Figure 1. The metal 1 layer.
The bar under the picture is 100 µm long.
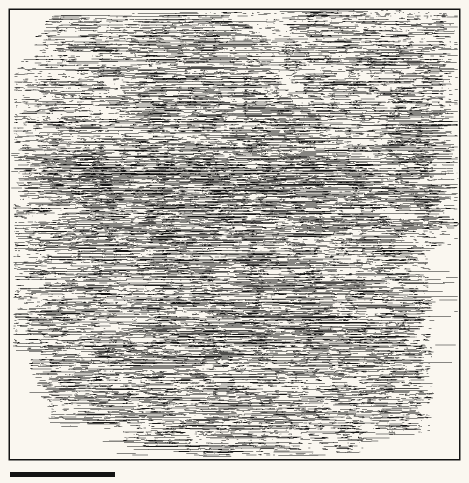
Figure 2. Metal 2.
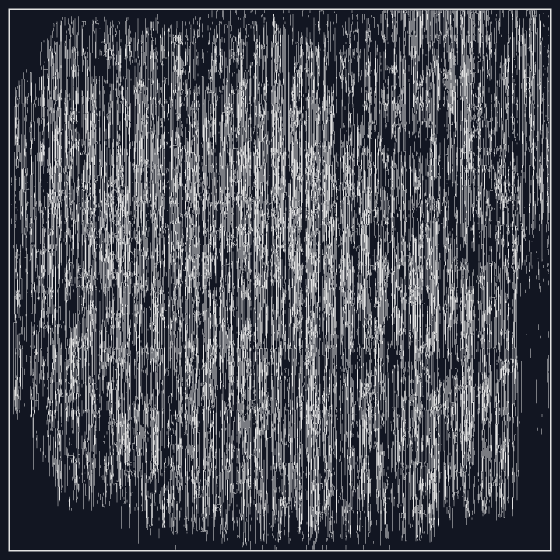
Figure 3. Met3 routing.
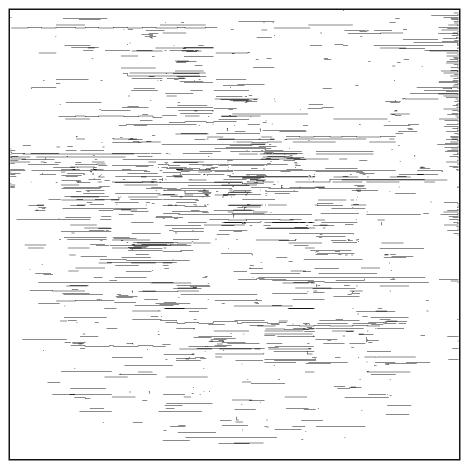
Figure 4. The metal 4 layer.
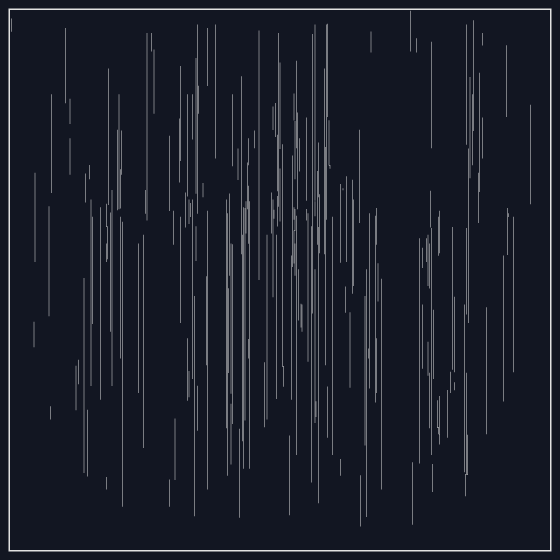
===== config.mk =====
export PLATFORM = sky130hd
export DESIGN_NAME = instruction_decode
export DESIGN_NICKNAME = d
export VERILOG_FILES = /design/src/rtl/mips_pkg.sv /design/src/rtl/register_file.sv /design/src/rtl/instruction_decode.sv
export SDC_FILE = /design/constraint.sdc
export NUM_CORES = 2
export LEC_CHECK = 0
export CAP_MARGIN = 10
export CELL_PAD_IN_SITES_DETAIL_PLACEMENT = 0
export CELL_PAD_IN_SITES_GLOBAL_PLACEMENT = 1
export CORE_UTILIZATION = 35
export DETAILED_ROUTE_END_ITERATION = 10
export GPL_TIMING_DRIVEN = 1
export PLACE_DENSITY_LB_ADDON = 0.05
export SKIP_CTS_REPAIR_TIMING = 1
export SKIP_LAST_GASP = 1
export SLEW_MARGIN = 40
export SYNTH_ARGS = -nofsm -noshare
export SYNTH_HDL_FRONTEND = slang
export SYNTH_HIERARCHICAL = 1
export SYNTH_SLANG_ARGS = --single-unit
export TNS_END_PERCENT = 30

===== constraint.sdc =====
create_clock -name clk -period 4.85 [get_ports clk]
set_input_delay 0.485 -clock clk [delete_from_list [all_inputs] [get_ports clk]]
set_output_delay 0.485 -clock clk [all_outputs]
set_load 0.005 [all_outputs]

===== src/rtl/mips_pkg.sv =====
// Shared encodings for the MIPS ID stage: opcodes, functs, ALU ops and the ID/EX bundle.
package mips_pkg;

  localparam logic [5:0] OP_RTYPE = 6'h00;
  localparam logic [5:0] OP_J     = 6'h02;
  localparam logic [5:0] OP_JAL   = 6'h03;
  localparam logic [5:0] OP_BEQ   = 6'h04;
  localparam logic [5:0] OP_BNE   = 6'h05;
  localparam logic [5:0] OP_ADDI  = 6'h08;
  localparam logic [5:0] OP_SLTI  = 6'h0A;
  localparam logic [5:0] OP_ANDI  = 6'h0C;
  localparam logic [5:0] OP_ORI   = 6'h0D;
  localparam logic [5:0] OP_LUI   = 6'h0F;
  localparam logic [5:0] OP_LW    = 6'h23;
  localparam logic [5:0] OP_SW    = 6'h2B;

  localparam logic [5:0] FN_SLL = 6'h00;
  localparam logic [5:0] FN_SRL = 6'h02;
  localparam logic [5:0] FN_JR  = 6'h08;
  localparam logic [5:0] FN_ADD = 6'h20;
  localparam logic [5:0] FN_SUB = 6'h22;
  localparam logic [5:0] FN_AND = 6'h24;
  localparam logic [5:0] FN_OR  = 6'h25;
  localparam logic [5:0] FN_SLT = 6'h2A;

  localparam logic [4:0] REG_RA = 5'd31;

  typedef enum logic [3:0] {
    AluAdd  = 4'd0,
    AluSub  = 4'd1,
    AluAnd  = 4'd2,
    AluOr   = 4'd3,
    AluSlt  = 4'd4,
    AluSll  = 4'd5,
    AluSrl  = 4'd6,
    AluLui  = 4'd7,
    AluPass = 4'd8
  } alu_op_e;

  typedef struct packed {
    logic        valid;
    logic        reg_write;
    logic        mem_read;
    logic        mem_write;
    logic        mem_to_reg;
    logic        alu_src;
    alu_op_e     alu_op;
    logic [31:0] rs_data;
    logic [31:0] rt_data;
    logic [31:0] imm;
    logic [31:0] pc_plus_one;
    logic [4:0]  rs;
    logic [4:0]  rt;
    logic [4:0]  rd;
    logic [4:0]  shamt;
  } idex_t;

endpackage


===== src/rtl/register_file.sv =====
// 32x32 GPR file: two combinational read ports, one write port, write-back bypass, $0 hardwired.
module register_file #(
  parameter int unsigned DEPTH = 32
) (
  input  logic        clk,
  input  logic        rst_n,
  input  logic [4:0]  ra_addr,
  input  logic [4:0]  rb_addr,
  output logic [31:0] ra_data,
  output logic [31:0] rb_data,
  input  logic        wen,
  input  logic [4:0]  waddr,
  input  logic [31:0] wdata
);

  logic [31:0] regs [DEPTH];

  always_ff @(posedge clk) begin
    if (!rst_n) begin
      for (int unsigned i = 0; i < DEPTH; i++) begin
        regs[i] <= '0;
      end
    end else if (wen && waddr != '0) begin
      regs[waddr] <= wdata;
    end
  end

  // A write landing this cycle is visible to this cycle's reads.
  assign ra_data = (ra_addr == '0) ? '0 :
                   (wen && waddr == ra_addr) ? wdata : regs[ra_addr];
  assign rb_data = (rb_addr == '0) ? '0 :
                   (wen && waddr == rb_addr) ? wdata : regs[rb_addr];

endmodule


===== src/rtl/instruction_decode.sv =====
// MIPS ID stage: decode, register read, branch resolution, hazard stall and the ID/EX register.
module instruction_decode
  import mips_pkg::*;
#(
  parameter int unsigned RF_DEPTH = 32,
  parameter int unsigned PC_W     = 32
) (
  input  logic            clk,
  input  logic            rst_n,
  input  logic [31:0]     instruction,
  input  logic [PC_W-1:0] pc_plus_one,
  input  logic            wb_wen,
  input  logic [4:0]      wb_addr,
  input  logic [31:0]     wb_data,
  input  logic            mem_reg_write,
  input  logic [4:0]      mem_rd,
  output logic            stall,
  output logic            redirect,
  output logic [PC_W-1:0] redirect_pc,
  output logic            ex_valid,
  output logic            ex_reg_write,
  output logic            ex_mem_read,
  output logic            ex_mem_write,
  output logic            ex_mem_to_reg,
  output logic            ex_alu_src,
  output logic [3:0]      ex_alu_op,
  output logic [31:0]     ex_rs_data,
  output logic [31:0]     ex_rt_data,
  output logic [31:0]     ex_imm,
  output logic [31:0]     ex_pc_plus_one,
  output logic [4:0]      ex_rs,
  output logic [4:0]      ex_rt,
  output logic [4:0]      ex_rd,
  output logic [4:0]      ex_shamt,
  output logic            illegal
);

  logic [5:0]  opcode, funct;
  logic [4:0]  rs, rt, rd;
  logic [15:0] imm16;
  assign opcode = instruction[31:26];
  assign rs     = instruction[25:21];
  assign rt     = instruction[20:16];
  assign rd     = instruction[15:11];
  assign funct  = instruction[5:0];
  assign imm16  = instruction[15:0];

  logic [31:0] rs_data, rt_data;

  register_file #(
    .DEPTH(RF_DEPTH)
  ) u_rf (
    .clk    (clk),
    .rst_n  (rst_n),
    .ra_addr(rs),
    .rb_addr(rt),
    .ra_data(rs_data),
    .rb_data(rt_data),
    .wen    (wb_wen),
    .waddr  (wb_addr),
    .wdata  (wb_data)
  );

  logic    legal, reg_write, mem_read, mem_write, mem_to_reg, alu_src, zext, rt_src;
  logic    is_br, is_j, is_jal, is_jr;
  alu_op_e alu_op;
  logic [4:0] dest;

  always_comb begin
    legal = 1'b1; reg_write = 1'b0; mem_read = 1'b0; mem_write = 1'b0; mem_to_reg = 1'b0;
    alu_src = 1'b0; zext = 1'b0; rt_src = 1'b0; alu_op = AluAdd; dest = rt;
    is_br = 1'b0; is_j = 1'b0; is_jal = 1'b0; is_jr = 1'b0;
    case (opcode)
      OP_RTYPE: begin
        reg_write = 1'b1; rt_src = 1'b1; dest = rd;
        case (funct)
          FN_ADD: alu_op = AluAdd;
          FN_SUB: alu_op = AluSub;
          FN_AND: alu_op = AluAnd;
          FN_OR:  alu_op = AluOr;
          FN_SLT: alu_op = AluSlt;
          FN_SLL: alu_op = AluSll;
          FN_SRL: alu_op = AluSrl;
          FN_JR:  begin reg_write = 1'b0; rt_src = 1'b0; is_jr = 1'b1; end
          default: begin legal = 1'b0; rt_src = 1'b0; end
        endcase
      end
      OP_ADDI: begin reg_write = 1'b1; alu_src = 1'b1; end
      OP_SLTI: begin reg_write = 1'b1; alu_src = 1'b1; alu_op = AluSlt; end
      OP_ANDI: begin reg_write = 1'b1; alu_src = 1'b1; alu_op = AluAnd; zext = 1'b1; end
      OP_ORI:  begin reg_write = 1'b1; alu_src = 1'b1; alu_op = AluOr;  zext = 1'b1; end
      OP_LUI:  begin reg_write = 1'b1; alu_src = 1'b1; alu_op = AluLui; zext = 1'b1; end
      OP_LW:   begin reg_write = 1'b1; alu_src = 1'b1; mem_read = 1'b1; mem_to_reg = 1'b1; end
      OP_SW:   begin alu_src = 1'b1; mem_write = 1'b1; rt_src = 1'b1; end
      OP_BEQ, OP_BNE: begin is_br = 1'b1; rt_src = 1'b1; end
      OP_J:    is_j = 1'b1;
      OP_JAL:  begin
        is_jal = 1'b1; reg_write = 1'b1; alu_src = 1'b1; alu_op = AluPass; dest = REG_RA;
      end
      default: legal = 1'b0;
    endcase
  end

  idex_t idex_q, idex_d;
  logic  squash_q, illegal_q;

  function automatic logic fwd_hit(logic [4:0] src, logic ex_w, logic [4:0] ex_d,
                                   logic mem_w, logic [4:0] mem_d);
    return (ex_w && ex_d != '0 && ex_d == src) || (mem_w && mem_d != '0 && mem_d == src);
  endfunction

  logic load_use, branch_haz, taken, issue;
  logic [31:0] imm_ext;

  always_comb begin
    load_use = idex_q.valid && idex_q.mem_read && idex_q.rd != '0 &&
               (idex_q.rd == rs || (rt_src && idex_q.rd == rt));
    // Branch operands are compared in ID, so any in-flight producer must drain first.
    branch_haz = ((is_br || is_jr) &&
                  fwd_hit(rs, idex_q.reg_write, idex_q.rd, mem_reg_write, mem_rd)) ||
                 (is_br && fwd_hit(rt, idex_q.reg_write, idex_q.rd, mem_reg_write, mem_rd));
    stall    = !squash_q && (load_use || branch_haz);
    taken    = is_br && ((rs_data == rt_data) != (opcode == OP_BNE));
    redirect = !squash_q && !stall && (taken || is_j || is_jal || is_jr);
    imm_ext  = zext ? {16'h0000, imm16} : {{16{imm16[15]}}, imm16};
    if (is_jr) begin
      redirect_pc = rs_data;
    end else if (is_j || is_jal) begin
      redirect_pc = {pc_plus_one[PC_W-1:26], instruction[25:0]};
    end else begin
      redirect_pc = pc_plus_one + imm_ext;
    end
  end

  assign issue = !squash_q && !stall && legal;

  // Non-writing instructions carry rd=0 so downstream never matches them as producers.
  always_comb begin
    idex_d = '0;
    if (issue) begin
      idex_d.valid       = 1'b1;
      idex_d.reg_write   = reg_write;
      idex_d.mem_read    = mem_read;
      idex_d.mem_write   = mem_write;
      idex_d.mem_to_reg  = mem_to_reg;
      idex_d.alu_src     = alu_src;
      idex_d.alu_op      = alu_op;
      idex_d.rs_data     = rs_data;
      idex_d.rt_data     = rt_data;
      idex_d.imm         = is_jal ? pc_plus_one : imm_ext;
      idex_d.pc_plus_one = pc_plus_one;
      idex_d.rs          = rs;
      idex_d.rt          = rt;
      idex_d.rd          = reg_write ? dest : 5'd0;
      idex_d.shamt       = instruction[10:6];
    end
  end

  always_ff @(posedge clk) begin
    if (!rst_n) begin
      idex_q    <= '0;
      illegal_q <= 1'b0;
      squash_q  <= 1'b0;
    end else begin
      idex_q    <= idex_d;
      illegal_q <= !squash_q && !stall && !legal;
      squash_q  <= redirect;
    end
  end

  assign ex_valid       = idex_q.valid;
  assign ex_reg_write   = idex_q.reg_write;
  assign ex_mem_read    = idex_q.mem_read;
  assign ex_mem_write   = idex_q.mem_write;
  assign ex_mem_to_reg  = idex_q.mem_to_reg;
  assign ex_alu_src     = idex_q.alu_src;
  assign ex_alu_op      = idex_q.alu_op;
  assign ex_rs_data     = idex_q.rs_data;
  assign ex_rt_data     = idex_q.rt_data;
  assign ex_imm         = idex_q.imm;
  assign ex_pc_plus_one = idex_q.pc_plus_one;
  assign ex_rs          = idex_q.rs;
  assign ex_rt          = idex_q.rt;
  assign ex_rd          = idex_q.rd;
  assign ex_shamt       = idex_q.shamt;
  assign illegal        = illegal_q;

endmodule


==> results_slide.txt <==
Key Metrics from the Run

Outcome
  – Outcome: finished, violations left
  – Failing checks: negative setup slack

Power
  – P_sw: 0.007347 W
  – Static Leak: 29.21 nW
  – Logic pwr share: around 17%
  – Switching share of power: a little over a quarter
  – Int Power: between 0.015 and 0.02 W
  – Clock share of power: 39.7%

Place
  – Post-Place Cells: 7677
  – Routability congestion estimate: 0.8994
  – Post-DP Area: 74450 µm²
  – Setup slack at placement: -726.7 ps

Timing
  – Setup WS post-layout: -27.46 ps
  – Least-Margin Pin Slew: 926.0 ps
  – Worst Hold Slack: 220.3 ps
  – Clk_skew: 30.51 ps
  – Pins over their slew limit: 0
  – Min Clock Period, post-route: 4877 ps
  – Final setup viols: 1
  – Normalized max-slew margin: 38.26%

Critical path
  – Worst-path maximum fanout: 15
  – Worst EP required: 4370 ps
  – CP Class: primary input to output pin
  – Cells on worst reg2reg path: 11
  – CP startpoint kind: primary input
  – Critical Path End Type: output pin
  – Critical path arrival: 4390 ps

Cells and area
  – Final std cells w/o fill: roughly 8000
  – Layout cells sized above 1: 25.67%
  – Most flop-heavy register: u_rf/regs
  – Number of flip-flops in the largest register: 1024
  – Synthesis-to-finish area growth: 25.92%

Route
  – Detailed Routing Iterations Pass 1: 5
  – Initial DRC count: 5096
  – Via density: 5.787
  – WL/cell: 36.38 µm
  – DR DRC count: 0

Floorplan
  – Die W: 426.1 µm
  – Floorplan utilization: 35.24%

GRT
  – Vias in the first global route: around 45000
  – First-pass GRT wire length: 389.8 mm
  – Antenna violations before repair: 33
  – GR Overflow Total: 0

Clock tree
  – CTS sink cnt: 1183
  – CTS tree: yes
  – TritonCTS Buffers: 145

Yosys
  – Post-Synthesis Cells: between 4000 and 5000
  – Cell taking the most area after synthesis: edfxtp_1
  – Top cells by area: edfxtp_1 49%, mux4_2 13%, and2_1 11%, mux2i_1 5.2%, dfxtp_1 5.1%
  – Top-area cell share: between 40% and 50%
  – Yosys Chip Area: around 63000 µm²
  – Commonest flop: edfxtp_1
  – Number of distinct library cells after synthesis: 80

Job
  – OpenROAD warning count: 28

Min path
  – Hold depth: 3
## Picture notes: Figure 1
The layer carries 118 mm of wire. The longest straight run is 157 µm.
met1 usage: 41.20%
via count: 45940
final wirelength: 288.8 mm

## Picture notes: Figure 2
The layer carries 137 mm of wire. The longest straight run is 217 µm.
routing usage on met2: 51.59%

## Picture notes: Figure 3
The layer holds 6.7% of the routed length. The layer carries 19400 µm of wire.
met3 GRT Util: 4.650%

## Picture notes: Figure 4
The longest straight run is 224 µm. 148 nets have wire on it. The wires run mostly vertical.

==> worst max-delay path, cell delays in order <==
cell and delay, ps:
clkdlybuf4s50_1 560, a21boi_4 340, buf_4 280, ha_1 290
a21o_1 180, a21o_1 160, a21oi_1 270, o221ai_2 190
buf_4 170, o21a_1 210, o31ai_2 330, o21bai_1 160
nand2_1 70, nor2_1 110, clkdlybuf4s50_1 560
==> per-stage QoR <==
stage	TNS [ps]	power, W
floorplan	0	0.01398
global placement	-2222	0.01653
detailed placement	-1842	0.01656
CTS	-1974	0.02735
global route	-1038	0.02794
finish	-27.46	0.02723
==> routing by layer <==
layer	track usage [%]	share of wire, %	up-vias
met2	51.59	47	2063
met4	14.26	5.0	2
met1	41.20	41	24110
met3	4.650	6.7	457
li1	-	-	19300
met5	0	0.0024	-
==> cell usage after synthesis, drive strengths merged (40+ instances only) <==
master  instances
xor2           46
o22ai          43
buf           159
o221ai         40
nor2          102
nand2         198
a22oi         111
clkbuf        301
mux2i         329
o21ai         124
edfxtp       1024
a21oi         144
mux4          370
dfxtp         159
and2         1110
==> logic make-up after synthesis <==
| family | count (synthesis) | share of synthesized area, % |
|---|---|---|
| multiplexers | 711 | 18.79 |
| AND-OR/OR-AND | 688 | 7.602 |
| flip-flops | 1183 | 53.91 |
| buffers and inverters | 482 | 3.733 |
| other | 1 | 0.005958 |
| adder cells (fa/ha/maj) | 32 | 0.6481 |
| XOR/XNOR | 85 | 1.183 |
| AND/OR/NAND/NOR | 1542 | 14.12 |
==> power by group through the flow <==
stage	sequential (W)	combinational [W]	clock (W)
finish	0.0118	0.00459	0.0108
global route	0.0119	0.00470	0.0113
CTS	0.0118	0.00453	0.0110
detailed placement	0.0120	0.00451	0
global placement	0.0120	0.00451	0
floorplan	0.0120	0.00201	0
==> cell type report <==
cell class | count | area [µm²]
tap | 2355 | 2947
sequential | 1183 | 33930
fill | 16260 | 99370
inverter | 22 | 85.08
multi-input combinational | 3090 | 27580
clock buffer | 201 | 4058
antenna | 5 | 12.51
timing repair buffer | 1030 | 10110
clock inverter | 52 | 528.0
==> final timing paths <==
kind | startpoint | slack, ps | end
worst max-delay path | instruction[15] | -30 | redirect_pc[31]
worst min-delay path | instruction[18] | 220 | ex_rt[2]$_SDFF_PN0_
worst max register to register | u_rf/regs[28][6]$_SDFFCE_PN0P_ | 1490 | squash_q$_SDFF_PN0_
worst min register to register | squash_q$_SDFF_PN0_ | 650 | squash_q$_SDFF_PN0_
Power and IR drop assume default switching activity.
